[src/rtl/multicycle_main_control.sv]
// Main control FSM for the multicycle RV32I datapath: sequences FETCH..WB, drives datapath strobes/selects, counts retired instructions.
// Optional feature macro: ILLEGAL_TRAP_EN (unsupported opcodes trap instead of acting as NOPs).
module multicycle_main_control #(
    parameter int CNT_W = 32
) (
    input  logic             clk,
    input  logic             rst_n,
    input  logic [6:0]       opcode,
    input  logic             mem_ready,
    output logic             PCWrite,
    output logic             PCWriteCond,
    output logic             PCSource,
    output logic             IorD,
    output logic             MemRead,
    output logic             MemWrite,
    output logic             IRWrite,
    output logic             MemtoReg,
    output logic             RegWrite,
    output logic             ALUSrcA,
    output logic [1:0]       ALUSrcB,
    output logic [1:0]       ALUOp,
    output logic [3:0]       state_out,
    output logic [CNT_W-1:0] instret,
    output logic             illegal
);

    localparam logic [6:0] OP_LOAD   = 7'b0000011;
    localparam logic [6:0] OP_STORE  = 7'b0100011;
    localparam logic [6:0] OP_RTYPE  = 7'b0110011;
    localparam logic [6:0] OP_ITYPE  = 7'b0010011;
    localparam logic [6:0] OP_BRANCH = 7'b1100011;

    typedef enum logic [3:0] {
        FETCH  = 4'd0,
        DECODE = 4'd1,
        MEMADR = 4'd2,
        MEMRD  = 4'd3,
        MEMWB  = 4'd4,
        MEMWR  = 4'd5,
        REXEC  = 4'd6,
        IEXEC  = 4'd7,
        ALUWB  = 4'd8,
`ifdef ILLEGAL_TRAP_EN
        BRANCH = 4'd9,
        TRAP   = 4'd10
`else
        BRANCH = 4'd9
`endif
    } state_e;

    typedef enum logic [2:0] {
        CLS_NONE   = 3'd0,
        CLS_LOAD   = 3'd1,
        CLS_STORE  = 3'd2,
        CLS_RTYPE  = 3'd3,
        CLS_ITYPE  = 3'd4,
        CLS_BRANCH = 3'd5
    } class_e;

    state_e           state_q, state_d;
    class_e           class_q, class_d;
    logic [CNT_W-1:0] instret_q, instret_d;
    logic             retire;

    always_ff @(posedge clk) begin
        if (!rst_n) begin
            state_q   <= FETCH;
            class_q   <= CLS_NONE;
            instret_q <= '0;
        end else begin
            state_q   <= state_d;
            class_q   <= class_d;
            instret_q <= instret_d;
        end
    end

    // The opcode is only trusted in DECODE; the latched class steers MEMADR afterwards.
    always_comb begin
        state_d = state_q;
        class_d = class_q;
        retire  = 1'b0;
        case (state_q)
            FETCH:  if (mem_ready) state_d = DECODE;
            DECODE: begin
                case (opcode)
                    OP_LOAD:   begin state_d = MEMADR; class_d = CLS_LOAD;   end
                    OP_STORE:  begin state_d = MEMADR; class_d = CLS_STORE;  end
                    OP_RTYPE:  begin state_d = REXEC;  class_d = CLS_RTYPE;  end
                    OP_ITYPE:  begin state_d = IEXEC;  class_d = CLS_ITYPE;  end
                    OP_BRANCH: begin state_d = BRANCH; class_d = CLS_BRANCH; end
                    default: begin
                        class_d = CLS_NONE;
`ifdef ILLEGAL_TRAP_EN
                        state_d = TRAP;
`else
                        state_d = FETCH;
`endif
                    end
                endcase
            end
            MEMADR: state_d = (class_q == CLS_STORE) ? MEMWR : MEMRD;
            MEMRD:  if (mem_ready) state_d = MEMWB;
            MEMWB:  begin state_d = FETCH; retire = 1'b1; end
            MEMWR: begin
                if (mem_ready) begin
                    state_d = FETCH;
                    retire  = 1'b1;
                end
            end
            REXEC:  state_d = ALUWB;
            IEXEC:  state_d = ALUWB;
            ALUWB:  begin state_d = FETCH; retire = 1'b1; end
            BRANCH: begin state_d = FETCH; retire = 1'b1; end
`ifdef ILLEGAL_TRAP_EN
            TRAP:   state_d = TRAP;
`endif
            default: state_d = FETCH;
        endcase
        instret_d = instret_q + {{(CNT_W-1){1'b0}}, retire};
    end

    always_comb begin
        PCWrite     = 1'b0;
        PCWriteCond = 1'b0;
        PCSource    = 1'b0;
        IorD        = 1'b0;
        MemRead     = 1'b0;
        MemWrite    = 1'b0;
        IRWrite     = 1'b0;
        MemtoReg    = 1'b0;
        RegWrite    = 1'b0;
        ALUSrcA     = 1'b0;
        ALUSrcB     = 2'b00;
        ALUOp       = 2'b00;
        case (state_q)
            FETCH: begin
                MemRead = 1'b1;
                ALUSrcB = 2'b01;
                PCWrite = mem_ready;
                IRWrite = mem_ready;
            end
            DECODE: ALUSrcB = 2'b10;
            MEMADR: begin ALUSrcA = 1'b1; ALUSrcB = 2'b10; end
            MEMRD:  begin MemRead = 1'b1; IorD = 1'b1; end
            MEMWB:  begin RegWrite = 1'b1; MemtoReg = 1'b1; end
            MEMWR:  begin MemWrite = 1'b1; IorD = 1'b1; end
            REXEC:  begin ALUSrcA = 1'b1; ALUOp = 2'b10; end
            IEXEC:  begin ALUSrcA = 1'b1; ALUSrcB = 2'b10; end
            ALUWB:  RegWrite = 1'b1;
            BRANCH: begin
                ALUSrcA     = 1'b1;
                ALUOp       = 2'b01;
                PCWriteCond = 1'b1;
                PCSource    = 1'b1;
            end
            default: ;
        endcase
        // Reset must win combinationally so an abandoned instruction never writes on the reset edge.
        if (!rst_n) begin
            PCWrite     = 1'b0;
            PCWriteCond = 1'b0;
            PCSource    = 1'b0;
            IorD        = 1'b0;
            MemRead     = 1'b0;
            MemWrite    = 1'b0;
            IRWrite     = 1'b0;
            MemtoReg    = 1'b0;
            RegWrite    = 1'b0;
            ALUSrcA     = 1'b0;
            ALUSrcB     = 2'b00;
            ALUOp       = 2'b00;
        end
    end

    assign state_out = state_q;
    assign instret   = instret_q;
`ifdef ILLEGAL_TRAP_EN
    assign illegal   = (state_q == TRAP);
`else
    assign illegal   = 1'b0;
`endif

endmodule

[config.mk]
export PLATFORM = sky130hd
export DESIGN_NAME = multicycle_main_control
export DESIGN_NICKNAME = d
export VERILOG_FILES = /design/src/rtl/multicycle_main_control.sv
export SDC_FILE = /design/constraint.sdc
export NUM_CORES = 1
export LEC_CHECK = 0
export ABC_CLOCK_PERIOD_IN_PS = 2700
export CORE_UTILIZATION = 45
export DETAILED_ROUTE_END_ITERATION = 12
export GPL_ROUTABILITY_DRIVEN = 0
export PLACE_DENSITY = 0.76
export SLEW_MARGIN = 30
export SYNTH_ARGS = -nofsm -noshare
export SYNTH_HDL_FRONTEND = slang
export SYNTH_SLANG_ARGS = --single-unit
[constraint.sdc]
create_clock -name clk -period 2.7 [get_ports clk]
set_input_delay 0.54 -clock clk [delete_from_list [all_inputs] [get_ports clk]]
set_output_delay 0.54 -clock clk [all_outputs]
set_load 0.02 [all_outputs]
Register map, names as in the netlist:
Drawn at 6 px/um. Other cells in gray.
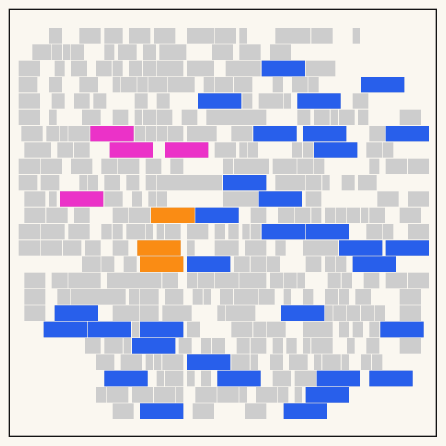
[state_out] magenta | flops: 4
[class_q] orange | flops: 3
[instret] blue | flops: 32 | where: spread over the die

Cell density map:
Drawn at 4 px/um. The die is cut into 7 by 7 equal tiles; dark purple is low, yellow is high, 0 to 100% covered.
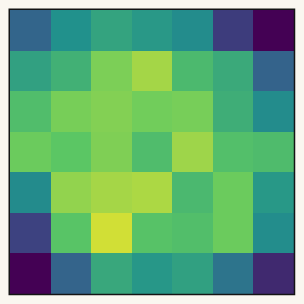
fullest tile: 93%
nearly empty tiles: 4.1%
emptiest ninth of the die: north-east
tiles over 75% full: 31%
initial standard-cell utilization of the core: 0.478
total core area: 4470 um2

==> results.toml <==
# yosys + openroad results
[floorplanning]
rows = 24
chip_area_um2 = 5030
die_w_um = 70.9
pin_count = 61
vertical_die_dimension_um = 70.9

[setup_path]
worst-path-max-fanout = 4
critical_path.most_common_cell = "clkdlybuf4s50_1"
path_delay_family = "buffers and inverters"
critPathKind = "in2out"
critical_path.n_buffers_inverters = 2
max_stage_delay_ns = 0.59
timing.critical_path.cells = "clkdlybuf4s50_1, nor2b_1, and3_1, clkdlybuf4s50_1"
endpoint_kind = "primary output"
cp.required_ns = 2.16
worstPathArrival_ns = 2.04

[clock_tree]
tritoncts.num_buffers = 5
cts-htree-levels = 2
clk_pin_slew_worst_paths_ns = 0.08
post_cts.resized_instances = 16
clock.latency.late_pin_ns = 0.29
postCtsHoldBufs = 0
clock-root-buffer = "clkbuf_8"
clock-sinks = 39
post_cts.repair.setup_buffers = 2

[power]
vdd_drop_max_v = 0.000198
power_leakage_nw = 1.11
total_power_w = 0.00117
clock_power_share = 0.431
net-switching-power_w = 0.000254
clk-power_w = 0.000504
combinational_power_w = 0.0000886
power.largest_group = "sequential cells"
share_seq_of_total_power = 0.494
pwr.group.sequential_w = 0.000578
share_of_total_power_consumed_by_net_switching = 0.217

[finish]
most-common-layout-cells = "clkdlybuf4s50_1, dfxtp_1, a21oi_1"
final_core_utilization = 0.688
layout.nets = 337
final_layout_top_logic_cell = "clkdlybuf4s50_1"
area.growth.synth_to_final_pct = 43.9
antenna_cells_inserted = 0
drive_above_1_share = 0.154
final_design_area_no_fill_um2 = 3080

[detailed_routing]
vias = 2163
finalWirelength_um = 5350
route.detailed.vias_per_inst = 5.74
remaining_drc_errors = 6
drt_iter0_markers = 126
post_drt_wl_per_cell_um = 14.2

[synthesis]
synth_simple_gate_area_share = 0.321
yosys_warnings = 0
top_logic_kind = "simple AND/OR/NAND/NOR gates"
ys_chip_area_um2 = 2140
syn_area_um2 = 2140
count_of_flip_flops_with_a_built_in_enable_after_synthesis = 0
syn_avg_cell_area_um2 = 8.39
multiplexer_share = 0
yosysSeqAreaShare = 0.365
netlist_instances = 255
synth_nets = 268
synth.cellmix.adderShare = 0.0176
yosys_register_bits = 39
synth.distinct_cells = 48
ys_cells = 255

[grt]
first_global_vias = 1941
grt_max_degree = 35
initial_antenna_violation_count = 0
grt_overflow_total = 0

[placed_design]
io_buffer_count = 59
instance_area_after_placement_um2 = 2810
detailed_place_hpwl_um = 3590

[outcome]
failing_checks = "DRC"
status = "complete, but fails checks"

[sta]
finalCritPeriodShare = 0.956
worst_clock_skew_ns = 0.00769
achievable-frequency_mhz = 387
rsz0062_at_grt = "false"
post-route-min-period_ns = 2.58
final_max_slew_viol_count = 0
final-setup-viol-count = 0

[run]
max_capacitance_violation_count = 0
tool_warning_count = 27
==> synthesized netlist by cell type, types with 5 or more instances <==
cell,instances,area (um2)
nor4_1,6,37.5
a21oi_1,24,120
nand3_1,12,60.1
dfxtp_1,39,781
nor2_1,16,60.1
inv_1,8,30.0
or4_1,7,52.6
o31ai_1,7,52.6
nand2_1,13,48.8
o41ai_1,6,52.6
xnor2_1,11,96.3
or3_1,9,56.3
clkbuf_1,6,22.5
nor3_1,9,45.0
and3_1,7,43.8
nand4_1,6,37.5
o21ai_0,9,45.0
buf_4,5,37.5
==> metal layers <==
layer  GRT usage  vias up  share of wire
met5           0        -              0
met1       0.261     1018           0.44
met4      0.0889        0          0.017
li1            -     1084              -
met3      0.0598        6          0.049
met2       0.357       55           0.49
==> worst paths after layout <==
check,slack (ns),depth (start not counted),endpoint,startpoint
hold / removal,0.48,2,class_q[0],class_q[0]
setup / recovery,0.12,4,IorD,rst_n
setup reg to reg,0.42,11,instret[27],state_out[0]
hold reg to reg,0.48,2,class_q[0],class_q[0]
==> state kept, by name, indices dropped and copies added, names as in the netlist <==
register	count
class_q	3
instret	32
state_out	4
==> metrics by stage <==
stage | setup TNS [ns] | cells | hold slack [ns] | worst slack [ns]
detailed placement | -6.81 | 365 | 0.448 | -0.503
floorplan | 0 | 255 | 0.432 | 0.0658
global placement | -5.86 | 365 | 0.445 | -0.399
finish | 0 | 377 | 0.480 | 0.118
global route | 0 | 377 | 0.513 | 0.0177
CTS | 0 | 375 | 0.457 | 0.000140
==> area by class of cell <==
type | instances | area, um2
clock buffer | 6 | 82.6
sequential | 39 | 781
tap | 52 | 65.1
multi-input combinational | 188 | 1310
timing repair buffer | 81 | 773
inverter | 9 | 33.8
fill | 366 | 1400
clock inverter | 2 | 35.0
